**src/rtl/apb_pkg.sv**
```systemverilog
// Shared constants for the APB slave memory: default widths and FSM state encodings.
package apb_pkg;
  localparam int DATA_SIZE   = 8;
  localparam int ADDR_SIZE   = 5;
  localparam int MEM_DEPTH   = 24;
  localparam int WAIT_STATES = 2;

  localparam logic [0:0] ST_IDLE   = 1'b0;
  localparam logic [0:0] ST_ACCESS = 1'b1;
endpackage

```
**src/rtl/apb_slave_mem_if.sv**
```systemverilog
// APB bus bundle between the bridge (master) and the slave memory.
interface apb_slave_mem_if #(
  parameter int data_size    = apb_pkg::DATA_SIZE,
  parameter int address_size = apb_pkg::ADDR_SIZE
);
  logic                    psel;
  logic                    penable;
  logic                    pwrite;
  logic [address_size-1:0] paddr;
  logic [data_size-1:0]    pwdata;
  logic [data_size-1:0]    prdata;
  logic                    pready;
  logic                    pslverr;

  modport master (output psel, penable, pwrite, paddr, pwdata,
                  input  prdata, pready, pslverr);
  modport slave  (input  psel, penable, pwrite, paddr, pwdata,
                  output prdata, pready, pslverr);
endinterface

```
**src/rtl/apb_slave_regfile.sv**
```systemverilog
// Word storage: one synchronous write port, one combinational read port, async clear.
module apb_slave_regfile #(
  parameter int data_size    = 8,
  parameter int address_size = 5,
  parameter int mem_depth    = 24
) (
  input  logic                    clock,
  input  logic                    reset,
  input  logic                    we,
  input  logic [address_size-1:0] waddr,
  input  logic [data_size-1:0]    wdata,
  input  logic [address_size-1:0] raddr,
  output logic [data_size-1:0]    rdata
);
  logic [data_size-1:0] mem_q [mem_depth];
  logic [data_size-1:0] mem_d [mem_depth];

  always_comb begin
    mem_d = mem_q;
    if (we && (32'(waddr) < mem_depth)) mem_d[waddr] = wdata;
  end

  always_ff @(posedge clock or posedge reset) begin
    if (reset) mem_q <= '{default: '0};
    else       mem_q <= mem_d;
  end

  // Unimplemented addresses read as zero.
  assign rdata = (32'(raddr) < mem_depth) ? mem_q[raddr] : '0;
endmodule

```
**src/rtl/apb_slave_mem.sv**
```systemverilog
// APB slave with a small word memory, programmable wait states and an address-range error.
module apb_slave_mem
  import apb_pkg::*;
#(
  parameter int data_size    = DATA_SIZE,
  parameter int address_size = ADDR_SIZE,
  parameter int mem_depth    = MEM_DEPTH,
  parameter int wait_states  = WAIT_STATES
) (
  input  logic             clock,
  input  logic             reset,
  apb_slave_mem_if.slave   bus
);
  localparam logic [3:0] WS = 4'(wait_states);

  logic [0:0]           state_q, state_d;
  logic [3:0]           cnt_q, cnt_d;
  logic                 err_q, err_d;
  logic [data_size-1:0] prdata_q, prdata_d;
  logic [data_size-1:0] rdata;
  logic                 we, addr_err, pready;

  assign addr_err = (32'(bus.paddr) >= mem_depth);
  assign pready   = (state_q == ST_ACCESS) && (cnt_q == 4'd0);

  apb_slave_regfile #(
    .data_size(data_size), .address_size(address_size), .mem_depth(mem_depth)
  ) u_regfile (
    .clock(clock), .reset(reset), .we(we),
    .waddr(bus.paddr), .wdata(bus.pwdata),
    .raddr(bus.paddr), .rdata(rdata)
  );

  always_comb begin
    state_d  = state_q;
    cnt_d    = cnt_q;
    err_d    = err_q;
    prdata_d = prdata_q;
    we       = 1'b0;
    case (state_q)
      ST_IDLE: begin
        // Only a genuine setup cycle starts a transfer; psel+penable here is ignored.
        if (bus.psel && !bus.penable) begin
          state_d = ST_ACCESS;
          cnt_d   = WS;
          err_d   = addr_err;
          if (!bus.pwrite) prdata_d = addr_err ? '0 : rdata;
        end
      end
      default: begin
        if (!bus.psel) begin
          state_d = ST_IDLE;
          cnt_d   = '0;
        end else begin
          if (cnt_q != 4'd0) cnt_d = cnt_q - 4'd1;
          if (bus.penable && pready) begin
            we      = bus.pwrite && !err_q;
            state_d = ST_IDLE;
          end
        end
      end
    endcase
  end

  always_ff @(posedge clock or posedge reset) begin
    if (reset) begin
      state_q  <= ST_IDLE;
      cnt_q    <= '0;
      err_q    <= 1'b0;
      prdata_q <= '0;
    end else begin
      state_q  <= state_d;
      cnt_q    <= cnt_d;
      err_q    <= err_d;
      prdata_q <= prdata_d;
    end
  end

  assign bus.prdata  = prdata_q;
  assign bus.pready  = pready;
  assign bus.pslverr = pready && err_q;
endmodule

```
**src/flat_wrapper.sv**
```systemverilog
// flat-port wrapper written by rule: the top's interface ports become plain ports
module apb_slave_mem_flat import apb_pkg::*;
#(
  parameter int data_size    = DATA_SIZE,
  parameter int address_size = ADDR_SIZE,
  parameter int mem_depth    = MEM_DEPTH,
  parameter int wait_states  = WAIT_STATES
)
  (clock, reset, bus_psel, bus_penable, bus_pwrite, bus_paddr, bus_pwdata, bus_prdata, bus_pready, bus_pslverr);
  apb_slave_mem_if #(.data_size(data_size), .address_size(address_size)) bus_i ();
  input  logic clock;
  input  logic reset;
  input wire logic [$bits(bus_i.psel)-1:0] bus_psel;
  input wire logic [$bits(bus_i.penable)-1:0] bus_penable;
  input wire logic [$bits(bus_i.pwrite)-1:0] bus_pwrite;
  input wire logic [$bits(bus_i.paddr)-1:0] bus_paddr;
  input wire logic [$bits(bus_i.pwdata)-1:0] bus_pwdata;
  output wire logic [$bits(bus_i.prdata)-1:0] bus_prdata;
  output wire logic [$bits(bus_i.pready)-1:0] bus_pready;
  output wire logic [$bits(bus_i.pslverr)-1:0] bus_pslverr;
  assign bus_i.psel = bus_psel;
  assign bus_i.penable = bus_penable;
  assign bus_i.pwrite = bus_pwrite;
  assign bus_i.paddr = bus_paddr;
  assign bus_i.pwdata = bus_pwdata;
  assign bus_prdata = bus_i.prdata;
  assign bus_pready = bus_i.pready;
  assign bus_pslverr = bus_i.pslverr;
  apb_slave_mem #(.data_size(data_size), .address_size(address_size), .mem_depth(mem_depth), .wait_states(wait_states)) u_core (.clock(clock), .reset(reset), .bus(bus_i));
endmodule
```
**config.mk**
```make
export PLATFORM = sky130hd
export DESIGN_NAME = apb_slave_mem_flat
export DESIGN_NICKNAME = d
export VERILOG_FILES = /design/src/rtl/apb_pkg.sv /design/src/rtl/apb_slave_mem_if.sv /design/src/rtl/apb_slave_regfile.sv /design/src/rtl/apb_slave_mem.sv /design/src/flat_wrapper.sv
export SDC_FILE = /design/constraint.sdc
export NUM_CORES = 1
export LEC_CHECK = 0
export ABC_AREA = 1
export CORE_ASPECT_RATIO = 1.5
export CORE_MARGIN = 4
export CORE_UTILIZATION = 66
export DETAILED_ROUTE_END_ITERATION = 10
export PLACE_DENSITY = 0.92
export REMOVE_ABC_BUFFERS = 1
export SLEW_MARGIN = 20
export SYNTH_ARGS = -nofsm -noshare
export SYNTH_HDL_FRONTEND = slang
export SYNTH_SLANG_ARGS = --single-unit
export TNS_END_PERCENT = 10
```
**constraint.sdc**
```tcl
create_clock -name clock -period 20.1 [get_ports clock]
set_input_delay 6.03 -clock clock [delete_from_list [all_inputs] [get_ports clock]]
set_output_delay 6.03 -clock clock [all_outputs]
set_load 0.05 [all_outputs]
```
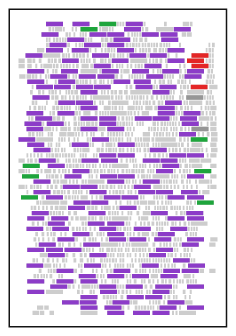
Figure 1: where the registers sit.
Other sequential cells in the stronger gray, the rest of the logic in the fainter gray.
color	name in the netlist	placed flops
purple	`u_core.u_regfile.mem_q`	192
green	`u_core.bus.prdata`	8
red	`u_core.cnt_q`	4
not colored	2
Layout Utilization: 0.7371
total area of sequential cells: 5155 sq um
sequential portion of the cell area: 0.4436

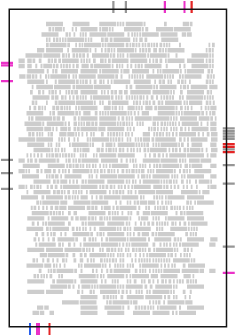
Figure 2: pin map.
Pins as bars across the die edge, other pins in gray.
color	port	pins	direction	edge
red	`bus_paddr`	5	input	3 right, 1 bottom, 1 top
magenta	`bus_pwdata`	8	input	3 left, 2 top, 2 bottom, 1 right
blue	`clock`	1	input	bottom
all pins by edge	13 right, 6 left, 5 top, 4 bottom
Die Span Y: 163.7 um
Die W: 111.8 um
PortBufs: 27

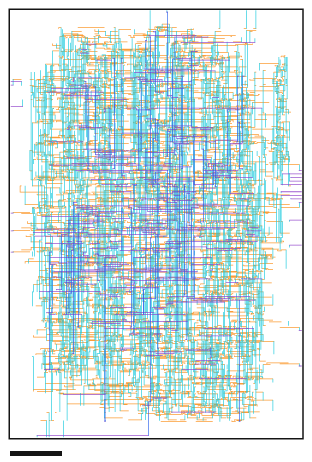
Figure 3: wiring by layer.
Scale bar: 20 um.
color	layer	wire length
purple	M3	2570 um
orange	M1	10500 um
cyan	M2	14300 um
blue	M4	1850 um
GRT Overall Usage: 0.3244
via count: 9940
Routed WL: 29220 um

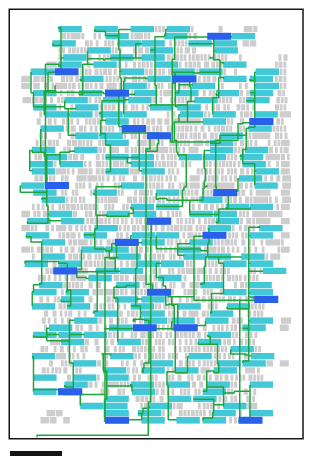
Figure 4: routed clock nets over the placement.
Scale bar: 20 um.
[blue] clock-net drivers | count: 20
[green] clock wires | length: 2430 um
[cyan] flip-flops | count: 206
routed clock nets	21
flops lie	all over the die

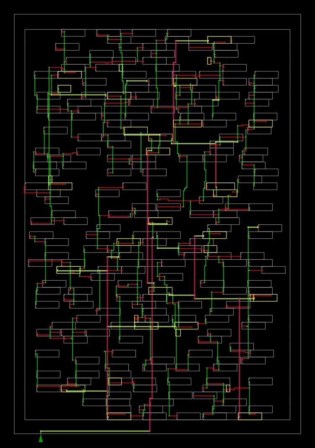
Figure 5: clock wiring as the flow saved it.
seq_cells: 206
clock sink count: 206

==> flow_summary.yaml <==
# implementation run metrics
critical_path:
  endpoint: "u_core.u_regfile.mem_q[174]"
  criticalPathCategory: "input pin to flip-flop"
  start_kind: "input pin"
  crit_top_cell: "nand2_1"
global_route:
  antenna_found_initial: 0
  use_met3: 0.03575
final_timing:
  finalHoldViolCount: 0
pwr:
  power.group.top: "registers"
  ir_drop_v: 0.00007112
  clockPowerShare: 0.425
  power-per-cell-area_nw_per_um2: 77.71
routing:
  wl_met2_um: 14350
  ant_nets: 0
synth:
  async_reset_ff_frac: 1.000
  yosysUniqueCellTypes: 22
  ys_sh_aoi: 0.002346
  yosys_most_used_dff: "dfrtp_1"
  topCellsByArea: "dfrtp_1 (48%), nand2_1 (29%), nand3_1 (11%)"
clocking:
  htreeDepth: 1
final_layout:
  regMostFlops: "u_core.u_regfile.mem_q"
  num-nonclk-inverters: 33
  layout.cells.non_filler: 1663
  lay_top_count: "nand2_1"
place:
  place_hpwl_um: 17500
  dpl.cell_count: 1630
floorplanning:
  tap_cells: 203
status:
  status: "completed"
Power is estimated from default activity; no workload was simulated.
